Fig. 1: run 1, routing congestion map
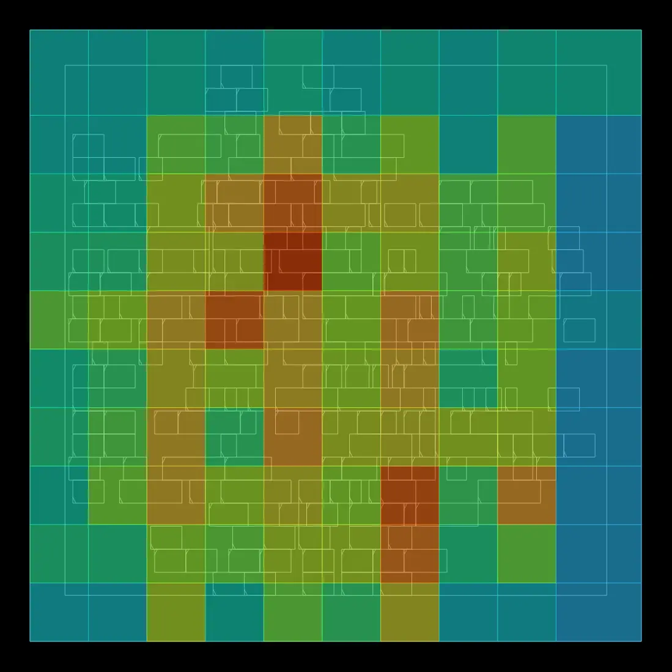
Fig. 2: run 1, clock distribution
Bar = 20 um.
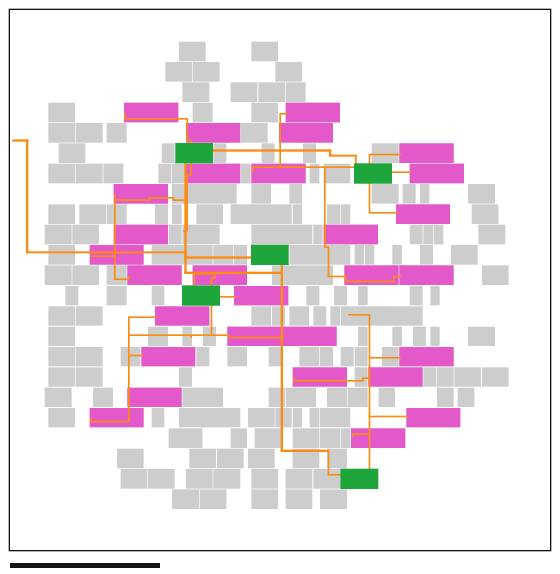
Fig. 3: run 1, wiring by layer
Bar = 20 um.
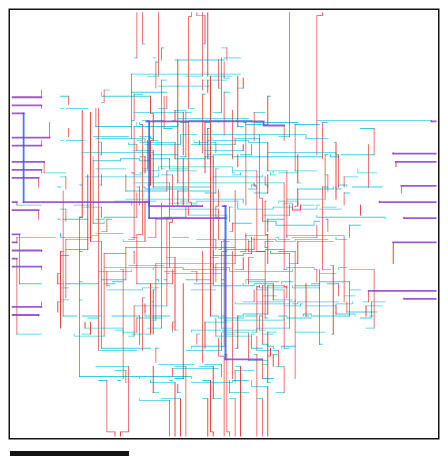
File: src/rtl/adder_share_pkg.sv
// adder_share_pkg: state encoding and requester id width shared by the adder arbiter
package adder_share_pkg;
   typedef enum logic [1:0] {
      S_IDLE = 2'd0,
      S_ADD  = 2'd1,
      S_DONE = 2'd2
   } state_t;
   localparam int ID_W = 1;
endpackage

File: src/rtl/adder_share_arbiter_rr_arb2.sv
// rr_arb2: two-way round-robin grant, favouring the requester not served last on a tie
module rr_arb2
   import adder_share_pkg::*;
(
   input  logic [1:0]      i_valid,
   input  logic [ID_W-1:0] i_last,
   output logic [1:0]      o_gnt,
   output logic [ID_W-1:0] o_id
);
   always_comb begin
      o_id  = (&i_valid) ? ~i_last : i_valid[1];
      o_gnt = (|i_valid) ? (o_id ? 2'b10 : 2'b01) : 2'b00;
   end
endmodule

File: src/rtl/n_full_adder.sv
// n_full_adder: n-bit ripple-carry adder, carry-in 0, carry-out dropped
module n_full_adder #(
   parameter int n = 8
) (
   input  logic [n-1:0] a,
   input  logic [n-1:0] b,
   output logic [n-1:0] y1
);
   logic [n-1:0] w_c;
   always_comb begin
      w_c = '0;
      for (int k = 1; k < n; k++) w_c[k] = (a[k-1] & b[k-1]) | ((a[k-1] ^ b[k-1]) & w_c[k-1]);
   end
   assign y1 = a ^ b ^ w_c;
endmodule

File: src/rtl/adder_share_arbiter.sv
// adder_share_arbiter: round-robin sharing of one n_full_adder between two valid/ready requesters
module adder_share_arbiter
   import adder_share_pkg::*;
#(
   parameter int N = 8
) (
   input  logic         clk,
   input  logic         rst,
   input  logic         req0_valid,
   output logic         req0_ready,
   input  logic [N-1:0] req0_a,
   input  logic [N-1:0] req0_b,
   input  logic         req1_valid,
   output logic         req1_ready,
   input  logic [N-1:0] req1_a,
   input  logic [N-1:0] req1_b,
   output logic         out_valid,
   input  logic         out_ready,
   output logic [N-1:0] out_sum,
   output logic         out_id,
   output logic         busy
);
   state_t          r_state;
   logic [ID_W-1:0] r_last_grant;
   logic [ID_W-1:0] r_op_id;
   logic [N-1:0]    r_op_a;
   logic [N-1:0]    r_op_b;
   logic [N-1:0]    r_out_sum;
   logic [ID_W-1:0] r_out_id;
   logic [1:0]      w_gnt;
   logic [ID_W-1:0] w_gnt_id;
   logic [N-1:0]    w_y;
   logic            w_idle;
   rr_arb2 u_arb (
      .i_valid ({req1_valid, req0_valid}),
      .i_last  (r_last_grant),
      .o_gnt   (w_gnt),
      .o_id    (w_gnt_id)
   );
   // The adder only ever sees the latched operands, so port changes after accept are harmless.
   n_full_adder #(.n(N)) u_add (
      .a  (r_op_a),
      .b  (r_op_b),
      .y1 (w_y)
   );
   assign w_idle     = (r_state == S_IDLE);
   assign req0_ready = w_idle & w_gnt[0];
   assign req1_ready = w_idle & w_gnt[1];
   assign out_valid  = (r_state == S_DONE);
   assign out_sum    = r_out_sum;
   assign out_id     = r_out_id;
   assign busy       = !w_idle;
   always_ff @(posedge clk) begin
      if (rst) begin
         r_state      <= S_IDLE;
         r_last_grant <= 1'b1;
         r_op_id      <= '0;
         r_op_a       <= '0;
         r_op_b       <= '0;
         r_out_sum    <= '0;
         r_out_id     <= '0;
      end else begin
         case (r_state)
            S_IDLE: if (|w_gnt) begin
               r_op_a       <= w_gnt_id ? req1_a : req0_a;
               r_op_b       <= w_gnt_id ? req1_b : req0_b;
               r_op_id      <= w_gnt_id;
               r_last_grant <= w_gnt_id;
               r_state      <= S_ADD;
            end
            S_ADD: begin
               r_out_sum <= w_y;
               r_out_id  <= r_op_id;
               r_state   <= S_DONE;
            end
            S_DONE: if (out_ready) r_state <= S_IDLE;
            default: r_state <= S_IDLE;
         endcase
      end
   end
endmodule

File: config.mk
export PLATFORM = sky130hd
export DESIGN_NAME = adder_share_arbiter
export DESIGN_NICKNAME = d
export VERILOG_FILES = /design/src/rtl/adder_share_pkg.sv /design/src/rtl/adder_share_arbiter_rr_arb2.sv /design/src/rtl/n_full_adder.sv /design/src/rtl/adder_share_arbiter.sv
export SDC_FILE = /design/constraint.sdc
export NUM_CORES = 1
export LEC_CHECK = 0
export CORE_MARGIN = 4
export CORE_UTILIZATION = 35
export DETAILED_ROUTE_END_ITERATION = 10
export PLACE_DENSITY = 0.72
export SLEW_MARGIN = 20
export SYNTH_ARGS = -nofsm -noshare
export SYNTH_HDL_FRONTEND = slang
export SYNTH_HIERARCHICAL = 1
export SYNTH_SLANG_ARGS = --single-unit
File: constraint.sdc
create_clock -name clk -period 3.3 [get_ports clk]
set_input_delay 0.495 -clock clk [delete_from_list [all_inputs] [get_ports clk]]
set_output_delay 0.495 -clock clk [all_outputs]
set_load 0.02 [all_outputs]
==> ci_impl_report.md, run 1 <==
### Yosys + OpenROAD results

| Metric | Value |
|---|---|
| Comb pwr share | `0.265` |
| Logic area | `781 um2` |
| H-Tree Depth | `2` |
| Number of antenna violations at the first check in global routing | `0` |
| Start point of the worst hold path | `out_sum[0]$_SDFFE_PP0N_` |
| Final period util | `0.964` |
| Most frequently placed logic cells in the final layout | `sky130_fd_sc_hd__clkdlybuf4s50_1, sky130_fd_sc_hd__dfxtp_1, sky130_fd_sc_hd__a21oi_1` |
| Post-synthesis sequential area ratio | `0.403` |
| Count of filler cells inserted in the layout | `379` |
| Pint | `0.000790 W` |
| Setup TNS | `0 ns` |
| Maximum fanout along the worst path | `2` |
| Length of the first detailed-routing pass in iterations | `4` |
| Count of inserted antenna diode cells | `0` |
| DR DRC count | `0` |
| Total of warnings raised by yosys | `6` |
| Core region area | `4000 um2` |
| CP Depth | `10` |
| Adder Share, Synth | `0.0920` |
| Status | `complete, no violations` |
| Layout Area Growth over Synthesis | `42.1%` |
| Setup crit end kind | `register` |
| Root Buffer | `sky130_fd_sc_hd__clkbuf_8` |
| Psw | `0.000307 W` |
| Final Max Slew Viols | `0` |
| Count of input and output buffers | `49` |
| Depth of the worst register-to-register path | `10` |
| Top pwr grp | `sequential cells` |
| Nets | `236` |
| Post-synth area hogs | `sky130_fd_sc_hd__dfxtp_1, sky130_fd_sc_hd__mux2i_1, sky130_fd_sc_hd__a21oi_1` |
| Reg2Reg Capture Point | `out_sum[7]$_SDFFE_PP0N_` |
| Flop-to-flop setup slack | `0.12 ns` |
| Reg clk slew, reported paths | `0.06 ns` |
| Combinational power | `0.000290 W` |
| Number of nets produced by synthesis | `190` |
| Number of cells in the design after placement | `235` |
| Worst-case hold path end point | `out_sum[0]$_SDFFE_PP0N_` |
| Top-level port count | `50` |
| Total track usage | `0.129` |
| Top logic family | `AND-OR/OR-AND gates` |
| # resized after CTS | `4` |
| Max incr delay on CP | `0.39 ns` |
| Routed via count divided by cell count | `4.86` |
| Arrival time worst endpoint | `3.39 ns` |
| Post-Synth Simple-Gate Area | `0.104` |
| Number of global-route vias before repair | `1104` |
| Util after Layout | `0.512` |
| Startpoint of the lowest-slack register-to-register path | `r_op_a[0]$_SDFFE_PP0P_` |
| Post-Synthesis Cells | `146` |
| Post-layout worst setup margin | `0.119 ns` |
| FF+latch area | `581 um2` |
| Placer Congestion | `0.766` |
| P_leak | `0.755 nW` |
| Cell with the most instances after synthesis | `sky130_fd_sc_hd__dfxtp_1` |
| Clock tree from TritonCTS | `done` |
| First-pass GRT wire length | `5110 um` |
| Slew Limit Headroom | `0.604` |
| Worst setup path startpoint | `r_op_a[0]$_SDFFE_PP0P_` |
| Category of cells accounting for the largest share of critical-path delay | `adder cells` |
| Critical path type | `register to register` |
| Data required time at the worst endpoint | `3.51 ns` |
| Upper clock frequency limit | `314 MHz` |
-- Fig. 1 (at the start) --
global route hottest layer: met2
global routing usage on met2: 0.212
post-detailed-route wirelength per cell: 13.4 um

-- Fig. 2 (at the start) --
Key: orange = clock wires [length 380 um]; magenta = flip-flops [count 29]; green = clock drivers [count 5]
There are 6 routed clock nets.
proportion of power drawn by the clock network: 0.345
largest clock skew in the final design: 0.00536 ns

-- Fig. 3 (at the start) --
Key: cyan = metal 1 [wire length 1400 um]; purple = metal 3 [wire length 196 um]; blue = metal 4 [wire length 57.1 um]; red = metal 2 [wire length 1610 um]

-- run 1: metal layers --
layer	share of wire	global-route usage	wire length, um	up-vias
met3	0.060	0.0429	196	7
met1	0.43	0.154	1400	534
li1	-	-	-	609
met2	0.49	0.212	1610	31
met4	0.017	0.0564	57	0
met5	0	0	0	-
-- run 1: final cells by class --
class | count | share of cell area
timing repair buffer | 51 | 0.244
clock buffer | 7 | 0.0422
clock inverter | 1 | 0.0147
tap | 50 | 0.0305
sequential | 29 | 0.283
multi-input combinational | 103 | 0.381
inverter | 2 | 0.00367
-- run 1: flip-flops by register name, indices dropped and copies added, names as in the netlist --
register,flops
out_sum,8
r_op_a,8
r_op_b,8
r_state,2
out_id,1
r_last_grant,1
r_op_id,1
Fig. 4: run 1, register map, names as in the netlist
Other sequential cells in the stronger grey, the rest of the logic in the fainter grey.
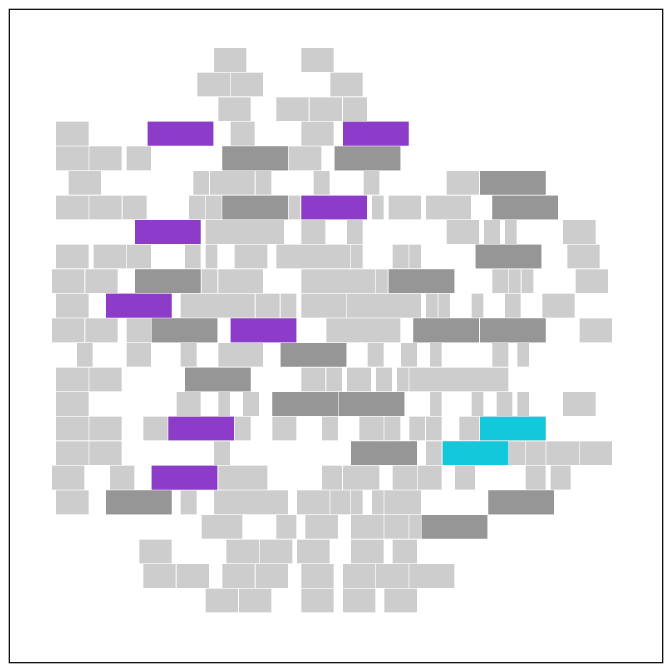

==> run 2, diff against run 1 <==
- CORE_ASPECT_RATIO: default -> 1.4
Fig. 5: run 2, register map, names as in the netlist
Other sequential cells in the stronger grey, the rest of the logic in the fainter grey.
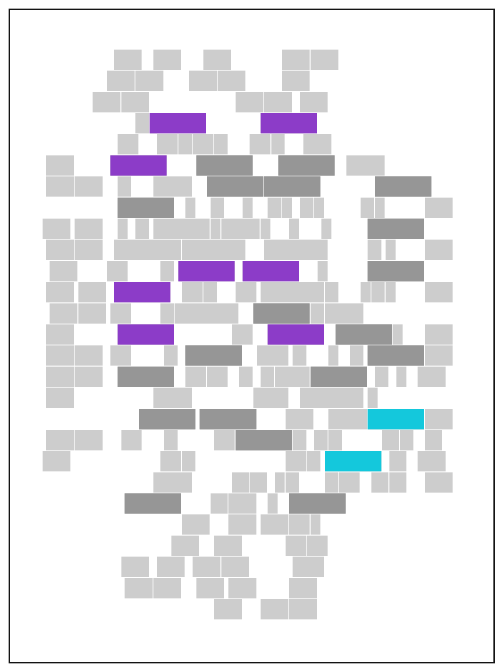
Key: cyan = r_state [placed flops 2]; purple = r_op_a [placed flops 8]
Another 19 sequential cells are not coloured.

==> run 2 against run 1 <==
Against the previous run: die area grew 0.27%; via count is 0.76% higher; critical path depth is the same; count of clock-buffer cells in the layout did not move; critical endpoint unchanged; largest cell class unchanged.
==> ci_impl_report.md, run 2 <==
### Yosys + OpenROAD results

| Metric | Value |
|---|---|
| Placer Congestion | `0.787` |
| Category of cells accounting for the largest share of critical-path delay | `adder cells` |
| Root Buffer | `sky130_fd_sc_hd__clkbuf_8` |
| Met3 wire len | `185 um` |
| Top pwr grp | `sequential cells` |
| Layout Area Growth over Synthesis | `40.5%` |
| Largest clock skew in the final design | `0.00553 ns` |
| Setup TNS | `0 ns` |
| Clock tree from TritonCTS | `done` |
| Max incr delay on CP | `0.38 ns` |
| Post-Synthesis Cells | `146` |
| Count of input and output buffers | `49` |
| Highest routed layer | `met4` |
| Final Max Slew Viols | `0` |
| P_leak | `0.755 nW` |
| Post-synth area hogs | `sky130_fd_sc_hd__dfxtp_1, sky130_fd_sc_hd__mux2i_1, sky130_fd_sc_hd__a21oi_1` |
| Critical path type | `register to register` |
| Arrival time worst endpoint | `3.23 ns` |
| GR Layer Usage met1 | `0.142` |
| Number of global-route vias before repair | `1190` |
| Number of nets produced by synthesis | `190` |
| Met2 wire length | `1680 um` |
| Core region area | `3950 um2` |
| Adder Share, Synth | `0.0920` |
| Maximum fanout along the worst path | `2` |
| H-Tree Depth | `2` |
| Util after Layout | `0.512` |
| Psw | `0.000307 W` |
| Nets | `236` |
| Routed via count divided by cell count | `5.04` |
| Combinational power | `0.000285 W` |
| Count of inserted antenna diode cells | `0` |
| Post-detailed-route wirelength per cell | `13.7 um` |
| Post-Synth Simple-Gate Area | `0.104` |
| DR DRC count | `0` |
| Status | `complete, no violations` |
| Reg clk slew, reported paths | `0.06 ns` |
| Setup crit end kind | `register` |
| Comb pwr share | `0.275` |
| # resized after CTS | `4` |
| Routed met1 length | `1310 um` |
| Top logic family | `AND-OR/OR-AND gates` |
| Global routing usage on met2 | `0.233` |
| Length of the first detailed-routing pass in iterations | `4` |
## run 2: worst paths after layout
kind                           from                      end  slack [ns]  cells past startpoint
max          r_op_a[0]$_SDFFE_PP0P_  out_sum[7]$_SDFFE_PP0N_        0.19                     10
min             out_id$_SDFFE_PP0N_      out_id$_SDFFE_PP0N_        0.45                      2
max reg2reg  r_op_a[0]$_SDFFE_PP0P_  out_sum[7]$_SDFFE_PP0N_        0.19                     10
min reg2reg     out_id$_SDFFE_PP0N_      out_id$_SDFFE_PP0N_        0.45                      2
## run 2: layout make-up
cell class              count  area (um2)  area share
clock buffers               7        96.3      0.0476
inverters                   2        7.51     0.00371
clock inverters             1        5.00     0.00247
repair buffers             51         505       0.250
multi-input cells         103         776       0.383
flip-flops and latches     29         581       0.287
well taps                  43        53.8      0.0266
No activity file was given, so power comes from the tool's default toggle rates.
